File: src/rtl/a23_run_ctrl_if.sv
// Handshake and status bundle between a23_run_ctrl and its host.
// The slave side is the controller, and the master side is the host that requests runs.
interface a23_run_ctrl_if #(
    parameter int CC_WIDTH = 32
);
    logic                start;
    logic                core_terminate;
    logic                core_rst;
    logic                busy;
    logic                done;
    logic                out_capture;
    logic [CC_WIDTH-1:0] cycle_count;
    logic                timeout;

    modport master (
        output start, core_terminate,
        input  core_rst, busy, done, out_capture, cycle_count, timeout
    );

    modport slave (
        input  start, core_terminate,
        output core_rst, busy, done, out_capture, cycle_count, timeout
    );
endinterface

File: src/rtl/a23_run_ctrl.sv
// Run sequencer for an a23_gc_main core: reset hold, run cycle counting, one-cycle finish strobe.
// Optional run watchdog is built in when A23_RUN_WATCHDOG_EN is defined.
module a23_run_ctrl #(
    parameter int RST_HOLD_CYCLES = 3,
    parameter int CC_WIDTH        = 32,
    parameter int WDT_LIMIT       = 100000
) (
    input  logic          clk,
    input  logic          rst,
    a23_run_ctrl_if.slave bus
);
    typedef enum logic [1:0] {
        ST_IDLE   = 2'd0,
        ST_HOLD   = 2'd1,
        ST_RUN    = 2'd2,
        ST_FINISH = 2'd3
    } state_t;

    localparam logic [7:0]          HOLD_LAST = 8'(RST_HOLD_CYCLES - 1);
    localparam logic [CC_WIDTH-1:0] CC_MAX    = {CC_WIDTH{1'b1}};

    if (RST_HOLD_CYCLES < 1 || RST_HOLD_CYCLES > 255 || WDT_LIMIT < 1) begin : g_param_check
        $error("a23_run_ctrl: RST_HOLD_CYCLES or WDT_LIMIT out of range");
    end

    state_t              state_r;
    state_t              state_s;
    logic [7:0]          hold_cnt_r;
    logic [CC_WIDTH-1:0] cycle_count_r;
    logic                core_rst_s;
    logic                busy_s;
    logic                done_s;
    logic                wdt_hit_s;

`ifdef A23_RUN_WATCHDOG_EN
    localparam logic [CC_WIDTH-1:0] WDT_LIMIT_C = CC_WIDTH'(WDT_LIMIT);
    logic timeout_r;

    // Watchdog fires only if the core has not terminated on the limit cycle itself
    always_comb begin
        if (state_r == ST_RUN && !bus.core_terminate && cycle_count_r >= WDT_LIMIT_C) begin
            wdt_hit_s = 1'b1;
        end else begin
            wdt_hit_s = 1'b0;
        end
    end

    // Sticky timeout flag, cleared by the next accepted start
    always_ff @(posedge clk) begin
        if (rst) begin
            timeout_r <= 1'b0;
        end else if (state_r == ST_IDLE && bus.start) begin
            timeout_r <= 1'b0;
        end else if (wdt_hit_s) begin
            timeout_r <= 1'b1;
        end
    end

    assign bus.timeout = timeout_r;
`else
    assign wdt_hit_s   = 1'b0;
    assign bus.timeout = 1'b0;
`endif

    // State register
    always_ff @(posedge clk) begin
        if (rst) begin
            state_r <= ST_IDLE;
        end else begin
            state_r <= state_s;
        end
    end

    // Next-state logic; terminate is ignored outside RUN
    always_comb begin
        state_s = state_r;
        case (state_r)
            ST_IDLE: begin
                if (bus.start) state_s = ST_HOLD;
                else           state_s = ST_IDLE;
            end
            ST_HOLD: begin
                if (hold_cnt_r == HOLD_LAST) state_s = ST_RUN;
                else                         state_s = ST_HOLD;
            end
            ST_RUN: begin
                if (bus.core_terminate || wdt_hit_s) state_s = ST_FINISH;
                else                                 state_s = ST_RUN;
            end
            ST_FINISH: state_s = ST_IDLE;
            default:   state_s = ST_IDLE;
        endcase
    end

    // Hold counter and saturating run-cycle counter
    always_ff @(posedge clk) begin
        if (rst) begin
            hold_cnt_r    <= 8'd0;
            cycle_count_r <= {CC_WIDTH{1'b0}};
        end else begin
            case (state_r)
                ST_IDLE: begin
                    if (bus.start) begin
                        hold_cnt_r    <= 8'd0;
                        cycle_count_r <= {CC_WIDTH{1'b0}};
                    end
                end
                ST_HOLD: hold_cnt_r <= hold_cnt_r + 8'd1;
                ST_RUN: begin
                    if (!bus.core_terminate && !wdt_hit_s && cycle_count_r != CC_MAX) begin
                        cycle_count_r <= cycle_count_r + CC_WIDTH'(1);
                    end
                end
                default: begin
                end
            endcase
        end
    end

    // Output decode from the registered state only
    always_comb begin
        core_rst_s = 1'b1;
        busy_s     = 1'b0;
        done_s     = 1'b0;
        case (state_r)
            ST_IDLE:   begin core_rst_s = 1'b1; busy_s = 1'b0; done_s = 1'b0; end
            ST_HOLD:   begin core_rst_s = 1'b1; busy_s = 1'b1; done_s = 1'b0; end
            ST_RUN:    begin core_rst_s = 1'b0; busy_s = 1'b1; done_s = 1'b0; end
            ST_FINISH: begin core_rst_s = 1'b0; busy_s = 1'b1; done_s = 1'b1; end
            default:   begin core_rst_s = 1'b1; busy_s = 1'b0; done_s = 1'b0; end
        endcase
    end

    assign bus.core_rst    = core_rst_s;
    assign bus.busy        = busy_s;
    assign bus.done        = done_s;
    assign bus.out_capture = done_s;
    assign bus.cycle_count = cycle_count_r;
endmodule

File: src/flat_wrapper.sv
// flat-port wrapper written by rule: the top's interface ports become plain ports
module a23_run_ctrl_flat 
#(
    parameter int RST_HOLD_CYCLES = 3,
    parameter int CC_WIDTH        = 32,
    parameter int WDT_LIMIT       = 100000
)
  (clk, rst, bus_start, bus_core_terminate, bus_core_rst, bus_busy, bus_done, bus_out_capture, bus_cycle_count, bus_timeout);
  a23_run_ctrl_if #(.CC_WIDTH(CC_WIDTH)) bus_i ();
  input  logic clk;
  input  logic rst;
  input wire logic [$bits(bus_i.start)-1:0] bus_start;
  input wire logic [$bits(bus_i.core_terminate)-1:0] bus_core_terminate;
  output wire logic [$bits(bus_i.core_rst)-1:0] bus_core_rst;
  output wire logic [$bits(bus_i.busy)-1:0] bus_busy;
  output wire logic [$bits(bus_i.done)-1:0] bus_done;
  output wire logic [$bits(bus_i.out_capture)-1:0] bus_out_capture;
  output wire logic [$bits(bus_i.cycle_count)-1:0] bus_cycle_count;
  output wire logic [$bits(bus_i.timeout)-1:0] bus_timeout;
  assign bus_i.start = bus_start;
  assign bus_i.core_terminate = bus_core_terminate;
  assign bus_core_rst = bus_i.core_rst;
  assign bus_busy = bus_i.busy;
  assign bus_done = bus_i.done;
  assign bus_out_capture = bus_i.out_capture;
  assign bus_cycle_count = bus_i.cycle_count;
  assign bus_timeout = bus_i.timeout;
  a23_run_ctrl #(.RST_HOLD_CYCLES(RST_HOLD_CYCLES), .CC_WIDTH(CC_WIDTH), .WDT_LIMIT(WDT_LIMIT)) u_core (.clk(clk), .rst(rst), .bus(bus_i));
endmodule
File: config.mk
export PLATFORM = sky130hd
export DESIGN_NAME = a23_run_ctrl_flat
export DESIGN_NICKNAME = d
export VERILOG_FILES = /design/src/rtl/a23_run_ctrl_if.sv /design/src/rtl/a23_run_ctrl.sv /design/src/flat_wrapper.sv
export SDC_FILE = /design/constraint.sdc
export NUM_CORES = 1
export LEC_CHECK = 0
export CORE_MARGIN = 2
export CORE_UTILIZATION = 50
export DETAILED_ROUTE_END_ITERATION = 12
export GPL_TIMING_DRIVEN = 0
export PLACE_DENSITY_LB_ADDON = 0.25
export REMOVE_ABC_BUFFERS = 1
export SYNTH_ARGS = -nofsm -noshare
export SYNTH_HDL_FRONTEND = slang
export SYNTH_SLANG_ARGS = --single-unit
File: constraint.sdc
create_clock -name clk -period 2.23 [get_ports clk]
set_clock_uncertainty 0.05 [all_clocks]
set_input_delay 0.3345 -clock clk [delete_from_list [all_inputs] [get_ports clk]]
set_output_delay 0.3345 -clock clk [all_outputs]
set_load 0.005 [all_outputs]
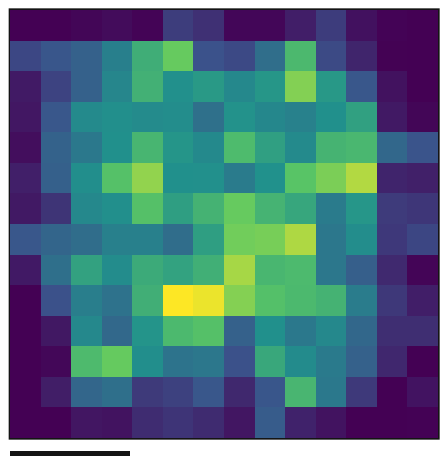
Figure 1: routed metal per tile.
Scale bar: 20 um. 14 x 14 tiles, from dark purple (low) to yellow (high), scaled to the fullest tile. Values are wire area over tile area, all layers added.
densest ninth of the die	middle
nearly empty tiles	13%
tiles over half the peak	27%
mean over tiles	0.16

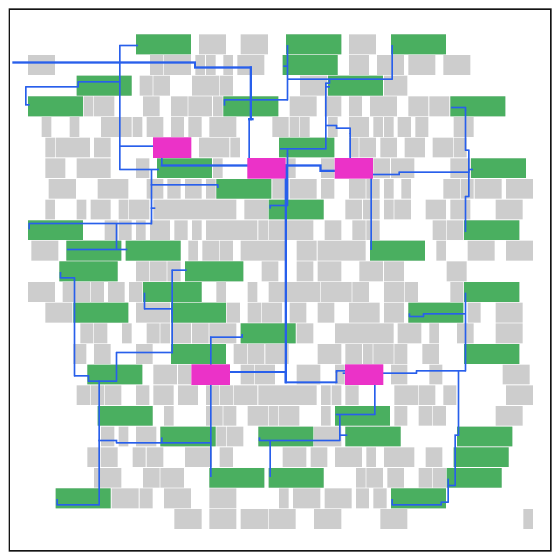
Figure 2: clock network drawn from the DEF.
[flip-flops] green | count: 42
[clock wires] blue | length: 544 um
[clock drivers] magenta | count: 5
flops lie	spread over the die
routed clock nets	6

==> impl_metrics.env <==
# flow metrics
export IMPL_core_rowCount=24
export IMPL_path_class="flip-flop to flip-flop"
export IMPL_setup_tns_ps=0
export IMPL_cts_buffers_inserted=5
export IMPL_drive_above_1_share=0.106
export IMPL_synth_seq_cells=42
export IMPL_path_max_fanout=8
export IMPL_routedWlPerCell_um=14.8
export IMPL_cp_top_family="simple AND/OR/NAND/NOR gates"
export IMPL_tightest_slew_ps=675
export IMPL_yosysSeqAreaShare=0.373
export IMPL_layout_min_cycle_time_ps=2100
export IMPL_core_region_area_sq_um=4350
export IMPL_yosys_area_sq_um=2260
export IMPL_path_clk_slew_ps=80
export IMPL_vias=2242
export IMPL_pg_seq_uw=761
export IMPL_routed_wl_um=5380
export IMPL_drc=0
export IMPL_min_path_cells=2
export IMPL_seqPwrFrac=0.528
export IMPL_synth_avg_cell_area_sq_um=8.17
export IMPL_clkPwrFrac=0.420
export IMPL_ys_warn_count=0
export IMPL_met2_usage=0.376
export IMPL_syn_to_final_growth_pct=25.6
export IMPL_layout_setup_ws_ps=131
export IMPL_min_delay_start="u_core.hold_cnt_r[5]$_SDFFE_PP0P_"
export IMPL_chipArea_sq_um=5070
export IMPL_nets=318
export IMPL_grt_max_degree=26
export IMPL_root_buffer="clkbuf_8"
export IMPL_hold_class="flip-flop to flip-flop"
export IMPL_clock_sinks=42
export IMPL_rsz0062_at_grt="no"
export IMPL_crit_path_top_delay_cell="or4_1"
export IMPL_p_leak_uw=0.000944
export IMPL_p_comb_frac=0.052
export IMPL_power_total_uw=1440
export IMPL_htreeDepth=2
export IMPL_ys_async_sr_fraction=0
export IMPL_r2r_end="u_core.bus.cycle_count[25]$_SDFFE_PP0P_"
export IMPL_cp_cell_sequence="ha_1 > and2_4 > nand4_1 > buf_4 > o31ai_4 > buf_4 > or4_1 > a21oi_1"
export IMPL_grt_remaining_overflow=0
export IMPL_worstSetupStartpointType="flip-flop"
export IMPL_synthCells=276
export IMPL_die_w_um=71.2
export IMPL_r2r_start="u_core.bus.cycle_count[0]$_SDFFE_PP0P_"
export IMPL_hold_violations=0
export IMPL_routabilityCongestion=0.856
export IMPL_grt_pass1_vias=2045
export IMPL_cts_buffer_depth=2
export IMPL_end_kind="flip-flop"
export IMPL_grt_use_total=0.224
export IMPL_outcome="completed"
export IMPL_port_buffer_count=39
export IMPL_regToRegSetupSlack_ps=130
export IMPL_clock_latency_ps=300
export IMPL_edf_count=0
export IMPL_cts_hold_buffers=0
export IMPL_warnings=26
export IMPL_reg2reg_depth=8
export IMPL_met1_usage=0.294
export IMPL_die_y_um=71.2
export IMPL_yosys_cells=276
export IMPL_post_route_period_util=0.941
export IMPL_maxCapViolCount=0
export IMPL_ys_types=46
export IMPL_final_cell_mix="dfxtp_1, clkdlybuf4s50_1, a21oi_1"
export IMPL_vias_per_cell=6.16
export IMPL_p_per_area_nw_per_um2=509
export IMPL_hpwl_um=3550
export IMPL_max_stage_delay_ps=490
export IMPL_whs_ps=442
export IMPL_dr_pass1_iters=4
export IMPL_report_final_slew_viol_count=0
export IMPL_switching_share=0.227
export IMPL_cts_tree="built"
export IMPL_ir_worst_vdd_v=0.000347
export IMPL_critPathBufInv=2
export IMPL_arrival_ps=2280
export IMPL_antenna_found_initial=0
export IMPL_crit_required_ps=2410
export IMPL_critical_path_most_common_cell="buf_4"
export IMPL_pin_count=41
export IMPL_grt_pass1_wl_um=9310
export IMPL_setup_viol=0
export IMPL_grt_use_met3=0.0499
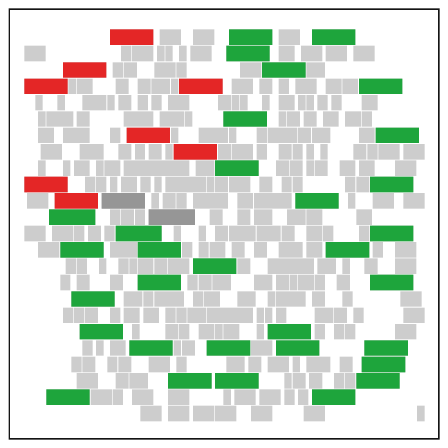
Figure 3: where the registers sit.
name in the netlist	colour	flops
`u_core.bus.cycle_count`	green	32
`u_core.hold_cnt_r`	red	8

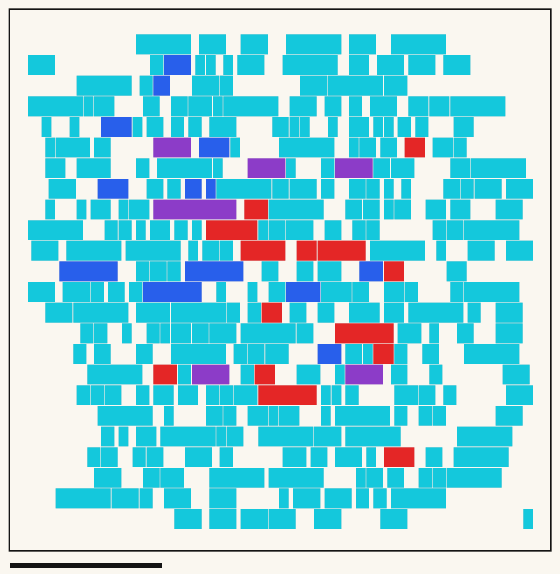
Figure 4: cell sizes after repair.
Scale bar: 20 um.
size	colour	cells
_3 and _4 cells	red	14
_6 and larger	purple	6
_2 cells	blue	13
_0 and _1 cells	cyan	279

## worst reg2reg max path, stage by stage (launching register included)
cell,delay [ps]
dfxtp_2,350
ha_1,230
and2_4,200
nand4_1,130
buf_4,170
o31ai_4,80
buf_4,180
or4_1,490
a21oi_1,140
## cells by family (layout without fill, tap and decap cells)
logic type               Yosys count  in the layout  share of synthesized area
AND-OR/OR-AND                     64             65                      0.177
XOR/XNOR                           2              2                    0.00777
adder cells (fa/ha/maj)            3              3                     0.0166
buffers and inverters             23             58                     0.0505
flip-flops                        42             42                      0.373
multiplexers                       9              9                     0.0416
other                              1              1                    0.00166
AND/OR/NAND/NOR                  132            132                      0.332
## area by class of cell
type | count | area, sq um
timing repair buffer | 45 | 435
clock inverter | 1 | 30.0
fill | 400 | 1520
multi-input combinational | 212 | 1360
inverter | 5 | 18.8
tap | 52 | 65.1
clock buffer | 7 | 76.3
sequential | 42 | 845
## cell usage after synthesis (4+ instances only)
library cell / n / area (sq um)
o31ai_1: 7 / 52.6
nand4_1: 10 / 62.6
o21ai_0: 13 / 65.1
a21oi_1: 28 / 140
clkbuf_1: 6 / 22.5
and4_1: 7 / 61.3
nor4_1: 4 / 25.0
nand3_1: 19 / 95.1
or4_1: 9 / 67.6
and2_1: 4 / 25.0
buf_2: 6 / 30.0
nand2_1: 23 / 86.3
nor2_1: 17 / 63.8
or3_1: 17 / 106
and3_1: 7 / 43.8
mux2i_1: 6 / 60.1
inv_1: 4 / 15.0
buf_4: 5 / 37.5
dfxtp_1: 42 / 841
## worst max-delay path by stage
| stage | from | to | slack (ps) | cells after the start |
|---|---|---|---|---|
| global route | bus_start | u_core.bus.cycle_count[28]$_SDFFE_PP0P_ | 50 | 5 |
| CTS | u_core.bus.cycle_count[12]$_SDFFE_PP0P_ | u_core.bus.cycle_count[28]$_SDFFE_PP0P_ | 30 | 5 |
| floorplan | u_core.bus.cycle_count[0]$_SDFFE_PP0P_ | u_core.bus.cycle_count[11]$_SDFFE_PP0P_ | -90 | 6 |
| detailed placement | bus_start | u_core.bus.cycle_count[28]$_SDFFE_PP0P_ | -730 | 5 |
| finish | u_core.bus.cycle_count[0]$_SDFFE_PP0P_ | u_core.bus.cycle_count[25]$_SDFFE_PP0P_ | 130 | 8 |
| global placement | u_core.bus.cycle_count[0]$_SDFFE_PP0P_ | u_core.bus.cycle_count[6]$_SDFFE_PP0P_ | -680 | 6 |
## metal layers
layer,up-vias,share of wire
li1,1110,-
met1,1093,0.47
met2,35,0.50
met3,4,0.032
met4,0,0.0065
met5,-,0
## what timing repair did
action                                  in CTS  in global routing
cloned                                       1                  0
pin swaps                                    3                  2
endpoints found under the setup margin      28                 17
buffers inserted                             5                  1
resized                                      4                  9
hold endpoints to repair                     0                  0
## registers in the layout, summed over array words and instances (netlist names), named ones only
register,count
u_core.bus.cycle_count,32
u_core.state_r,1
u_core.hold_cnt_r,8
## through the flow
step                      std cells   util  instance area (sq um)
final                           364  0.651                   2830
after global routing            364  0.651                   2830
after CTS                       363  0.643                   2800
after detailed placement        349  0.603                   2630
after global placement          349  0.601                   2620
after floorplan                 258      -                   2160
